===== config.mk =====
export PLATFORM = sky130hd
export DESIGN_NAME = lsu_mem_initiator
export DESIGN_NICKNAME = d
export VERILOG_FILES = /design/src/rtl/lsu_mem_initiator.sv
export SDC_FILE = /design/constraint.sdc
export NUM_CORES = 1
export LEC_CHECK = 0
export CORE_MARGIN = 2
export CORE_UTILIZATION = 25
export CTS_BUF_LIST = sky130_fd_sc_hd__clkbuf_4
export DETAILED_ROUTE_END_ITERATION = 7
export PLACE_DENSITY_LB_ADDON = 0.1
export SLEW_MARGIN = 20
export SYNTH_ARGS = -nofsm -noshare
export SYNTH_HDL_FRONTEND = slang
export SYNTH_SLANG_ARGS = --single-unit

===== constraint.sdc =====
create_clock -name clk -period 2.6 [get_ports clk]
set_input_delay 0.26 -clock clk [delete_from_list [all_inputs] [get_ports clk]]
set_output_delay 0.26 -clock clk [all_outputs]
set_load 0.02 [all_outputs]

===== src/rtl/lsu_mem_initiator.sv =====
// Load/store initiator: turns one RV32 memory request into a sequence of
// primitive word/byte memory operations, one per cycle, then one response pulse.
module lsu_mem_initiator #(
  parameter bit ALLOW_MISALIGNED = 1'b1
) (
  input  logic        clk,
  input  logic        rst_n,
  input  logic        req_valid,
  output logic        req_ready,
  input  logic        req_we,
  input  logic [1:0]  req_size,
  input  logic        req_unsigned,
  input  logic [31:0] req_addr,
  input  logic [31:0] req_wdata,
  output logic        rsp_valid,
  output logic [31:0] rsp_rdata,
  output logic        rsp_err,
  output logic [31:0] mem_addr,
  output logic [31:0] mem_wdata,
  output logic        mem_sw,
  output logic        mem_sb,
  output logic        mem_lw,
  output logic        mem_lbu,
  input  logic [31:0] mem_rdata
);

  typedef enum logic [1:0] {IDLE, ACCESS, RESP} state_e;

  state_e      state_q, state_d;
  logic        we_q, uns_q, word_q, err_q;
  logic [1:0]  size_q;
  logic [1:0]  beat_q;
  logic [1:0]  last_q;
  logic [31:0] addr_q, wdata_q, asm_q;

  logic        accept;
  logic        plan_word, plan_err;
  logic [1:0]  plan_last;
  logic [7:0]  wdata_byte;

  assign accept     = req_valid && (state_q == IDLE);
  assign req_ready  = (state_q == IDLE);
  assign wdata_byte = wdata_q[{beat_q, 3'b000} +: 8];

  // Beat plan decided from the live request; plan_last is the index of the final beat.
  // NOTE: every always_comb output gets a default first so no latch is inferred.
  always_comb begin
    plan_word = 1'b0;
    plan_err  = 1'b0;
    plan_last = 2'd0;
    unique case (req_size)
      2'd0: plan_last = 2'd0;
      2'd1: plan_last = 2'd1;
      2'd2: begin
        if (req_addr[1:0] == 2'b00) plan_word = 1'b1;
        else if (ALLOW_MISALIGNED)  plan_last = 2'd3;
        else                        plan_err  = 1'b1;
      end
      default: plan_err = 1'b1;
    endcase
  end

  always_comb begin
    state_d = state_q;
    unique case (state_q)
      IDLE:    if (accept) state_d = plan_err ? RESP : ACCESS;
      ACCESS:  if (beat_q == last_q) state_d = RESP;
      RESP:    state_d = IDLE;
      default: state_d = IDLE;
    endcase
  end

  // NOTE: sequential state uses non-blocking assignments only.
  always_ff @(posedge clk or negedge rst_n) begin
    if (!rst_n) begin
      state_q <= IDLE;
      we_q    <= 1'b0;
      uns_q   <= 1'b0;
      word_q  <= 1'b0;
      err_q   <= 1'b0;
      size_q  <= 2'd0;
      beat_q  <= 2'd0;
      last_q  <= 2'd0;
      addr_q  <= 32'd0;
      wdata_q <= 32'd0;
      asm_q   <= 32'd0;
    end else begin
      state_q <= state_d;
      if (accept) begin
        we_q    <= req_we;
        uns_q   <= req_unsigned;
        word_q  <= plan_word;
        err_q   <= plan_err;
        size_q  <= req_size;
        last_q  <= plan_last;
        addr_q  <= req_addr;
        wdata_q <= req_wdata;
        beat_q  <= 2'd0;
        asm_q   <= 32'd0;
      end else if (state_q == ACCESS) begin
        beat_q <= beat_q + 2'd1;
        if (!we_q) begin
          if (word_q) asm_q <= mem_rdata;
          else        asm_q[{beat_q, 3'b000} +: 8] <= mem_rdata[7:0];
        end
      end
    end
  end

  // Memory drive is purely a function of state so an async reset drops strobes at once.
  always_comb begin
    mem_addr  = 32'd0;
    mem_wdata = 32'd0;
    mem_sw    = 1'b0;
    mem_sb    = 1'b0;
    mem_lw    = 1'b0;
    mem_lbu   = 1'b0;
    if (state_q == ACCESS) begin
      mem_addr = addr_q + {30'd0, beat_q};
      if (we_q) begin
        if (word_q) begin
          mem_sw    = 1'b1;
          mem_wdata = wdata_q;
        end else begin
          mem_sb    = 1'b1;
          mem_wdata = {24'd0, wdata_byte};
        end
      end else begin
        if (word_q) mem_lw  = 1'b1;
        else        mem_lbu = 1'b1;
      end
    end
  end

  always_comb begin
    rsp_valid = (state_q == RESP);
    rsp_err   = 1'b0;
    rsp_rdata = 32'd0;
    if (state_q == RESP) begin
      rsp_err = err_q;
      if (!err_q && !we_q) begin
        unique case (size_q)
          2'd0:    rsp_rdata = {{24{~uns_q & asm_q[7]}}, asm_q[7:0]};
          2'd1:    rsp_rdata = {{16{~uns_q & asm_q[15]}}, asm_q[15:0]};
          default: rsp_rdata = asm_q;
        endcase
      end
    end
  end

endmodule


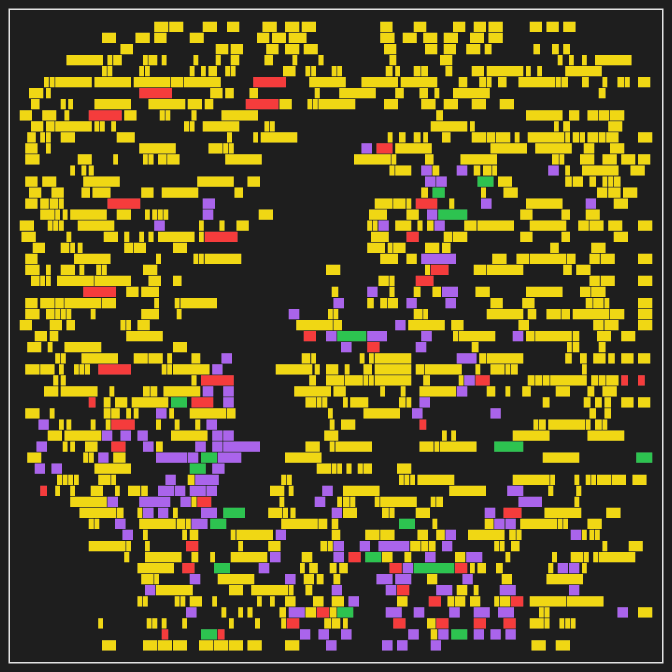
(cell sizes after repair)
Key: red = x2 [cells 43, share 4.3%]; purple = x3 and x4 [cells 129, share 13%]; green = x6 and larger [cells 18, share 1.8%]; yellow = x1 and smaller [cells 799, share 81%]
worst setup margin: -0.4470 ns
post-route cell area: 0.009343 mm2

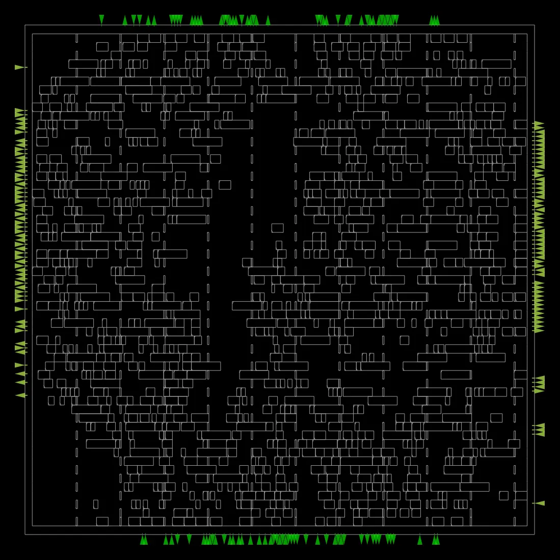
(placement view)
Fillers: 2554
Site Rows: 57
Post-Route Utilization: 38.64%
fin cells: 1314

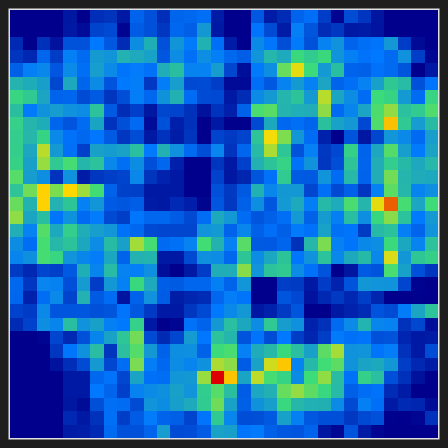
(signal metal coverage by tile)
32 x 32 tiles, from dark blue (low) to red (high), scaled to the fullest tile. Values are wire area over tile area, all layers added.
The fullest tile reaches 0.54. The mean over all tiles is 0.13. 9.5% of the tiles are nearly empty. 6.9% of the tiles are over half the peak. The emptiest ninth of the die: bottom left.
aggregate global-route resource usage: 16.86%
final WL: 21590 um
vias: 6021
DR WL/cell: 16.43 um

==> ci_impl_report.md <==
### Flow metrics

| Metric | Value |
|---|---|
| Slew Limit Fails | 0 |
| Total design power | 8.235 mW |
| Inst Count DP | 1282 |
| Clock share of power | 9.6% |
| Syn Inst Count | 736 |
| Buffers on Ports | 205 |
| I/O pin cnt | 206 |
| CTS Sinks | 108 |
| Synth top area cells | dfrtp_1 44%, nand2_1 13%, a21oi_1 4.9% |
| Cycle use final | 117.2% |
| Drt pass-1 iters | 4 |
| Commonest flop | dfrtp_1 |
| Reg2Reg Setup Slack | 0.21 ns |
| GRT overflow | 0 |
| Number of post-CTS setup repair buffers | 10 |
| Area after DPL | 0.008967 mm2 |
| Late-Pin Clk Latency | 0.49 ns |
| Hold slack | 0.2507 ns |
| Worst reg2reg path depth | 9 |
| Clk pin slew, worst setup/hold paths | 0.19 ns |
| Delay-heaviest family, CP | simple AND/OR/NAND/NOR gates |
| Layout Skew | 0.02410 ns |
| Via density | 4.582 |
| EDFF count, synth | 0 |
| Residual DRC | 0 |
| WP buf/inv | 2 |
| Relative max-transition margin | 53.31% |
| Initial DRC count | 294 |
| First-pass GRT wire length | 34300 um |
| Sequential Power Share | 35.5% |
| Status | finished, violations left |
| Synth logic family | simple AND/OR/NAND/NOR gates |
| Hold Crit Class | in -> async |
| Area of the mapped netlist | 0.006128 mm2 |
| Critical Path End Type | primary output |
| Most common cell in the netlist | nand2_1 |
| Cell-internal power | 4.599 mW |
| Clk buf depth | 2 |
| XOR Share, Synth | 1.429% |
| Post-layout min period | 3.047 ns |
| Worst setup margin | -0.4470 ns |
| Most frequent logic cell in the layout | nand2_1 |
| Yosys stat area | 0.006128 mm2 |
| Initial antenna violation count | 1 |
| Share of total power in combinational logic | 54.9% |
| Fraction of the mapped netlist area in adder cells | 2.368% |
| Place WS | -0.5092 ns |
| Maximum VDD drop | 0.2891 mV |
| Post-CTS Hold Buffers | 1 |
| RSZ-0062 raised after global routing | yes |
| Share of cells above drive strength 1 | 19.21% |
| Synth area leader | dfrtp_1 |
| Yosys simple share | 26.89% |
| Yosys top cell area share | 44.10% |
| # Cells Yosys | 736 |
| Critical path, cell by cell | ha_2, fa_2, nand4_4, or4_4, buf_8, or4_4, a21oi_4, buf_6 |
| Mean post-synth cell area | 8.327 um2 |
| CP max stage delay | 0.49 ns |
| Seq/Total Area, Yosys | 44.10% |
| Pin count of the biggest net entering global routing | 64 |
| Max_cap viols | 0 |
| Data arrival, critical path | 2.79 ns |
| Vias in the first global route | 6169 |
| Critical Path Fanout Max | 7 |
| Core area | 0.02418 mm2 |
| CTS tree | done |
| Actual slew at the worst max-slew pin | 0.7003 ns |
| Crit path DRT | 2.34 ns |
| Post-DRT Antenna Nets | 0 |
| Final hold vios | 0 |
| # nets final | 1098 |
| CTS buffer count | 9 |
| Leak | 4.428 nW |
| Violated checks | negative setup slack |
| Worst path most repeated cell | or4_4 |
| Critical Path Start Type | register |
| GP Congestion | 0.7487 |
| Distinct cells, synth | 47 |
| Post-DP HPWL | 15130 um |
| Final setup fails | 25 |
| Tool warnings | 35 |
| Top cells excl fill/tap | 213 x nand2_1, 119 x clkdlybuf4s50_1, 108 x dfrtp_1, 93 x buf_4, 48 x dlygate4sd2_1 |
| Worst r2r src | beat_q[1] |
| R2r endpoint | asm_q[31] |
| Most frequent cells after synthesis | 213 x nand2_1, 108 x dfrtp_1, 60 x a21oi_1 |
## power by group through the flow
stage               combinational [mW]  sequential, mW  clock [mW]
detailed placement                4.42            2.96           0
global placement                  4.41            2.95           0
floorplan                         2.52            2.88           0
finish                            4.52            2.92       0.788
global route                      5.04            3.05       0.900
CTS                               4.52            2.93       0.848
## logic make-up after synthesis
family / after synthesis
AND-OR/OR-AND: 158
XOR/XNOR: 10
adder cells (fa/ha/maj): 11
buffers and inverters: 83
flip-flops: 108
multiplexers: 12
AND/OR/NAND/NOR: 354
## state kept, by name, summed over array words and instances, names as in the netlist
register  count
word_q        1
wdata_q      32
beat_q        2
uns_q         1
state_q       2
asm_q        32
we_q          1
err_q         1
last_q        2
addr_q       32
size_q        2
## layout make-up
| cell class | instances | area (um2) | share of cell area, % |
|---|---|---|---|
| timing repair buffer | 289 | 2650 | 28.36 |
| multi-input combinational | 545 | 3356 | 35.92 |
| clock inverter | 7 | 42.54 | 0.4553 |
| antenna | 1 | 2.502 | 0.02678 |
| inverter | 31 | 116.4 | 1.245 |
| clock buffer | 9 | 67.56 | 0.7232 |
| tap | 324 | 405.4 | 4.339 |
| sequential | 108 | 2703 | 28.93 |
## worst max path at each step
stage / to / start / slack (ns) / depth (start not counted)
5_1_grt: mem_addr[20] / addr_q[0] / -0.58 / 9
4_1_cts: mem_addr[28] / addr_q[0] / -0.50 / 8
3_5_place_dp: mem_addr[24] / addr_q[0] / -0.51 / 8
6_report: mem_addr[28] / addr_q[0] / -0.45 / 8
3_3_place_gp: mem_addr[24] / beat_q[0] / -0.47 / 8
2_1_floorplan: mem_addr[24] / beat_q[0] / -0.06 / 7
## per-layer routing
layer	wire, um	share of wire, %	global-route usage, %
met4	235	1.1	2.744
met5	0	0	0
met3	1459	6.8	5.036
met2	9805	45	26.98
met1	10090	47	22.97
Power and IR drop assume default switching activity.
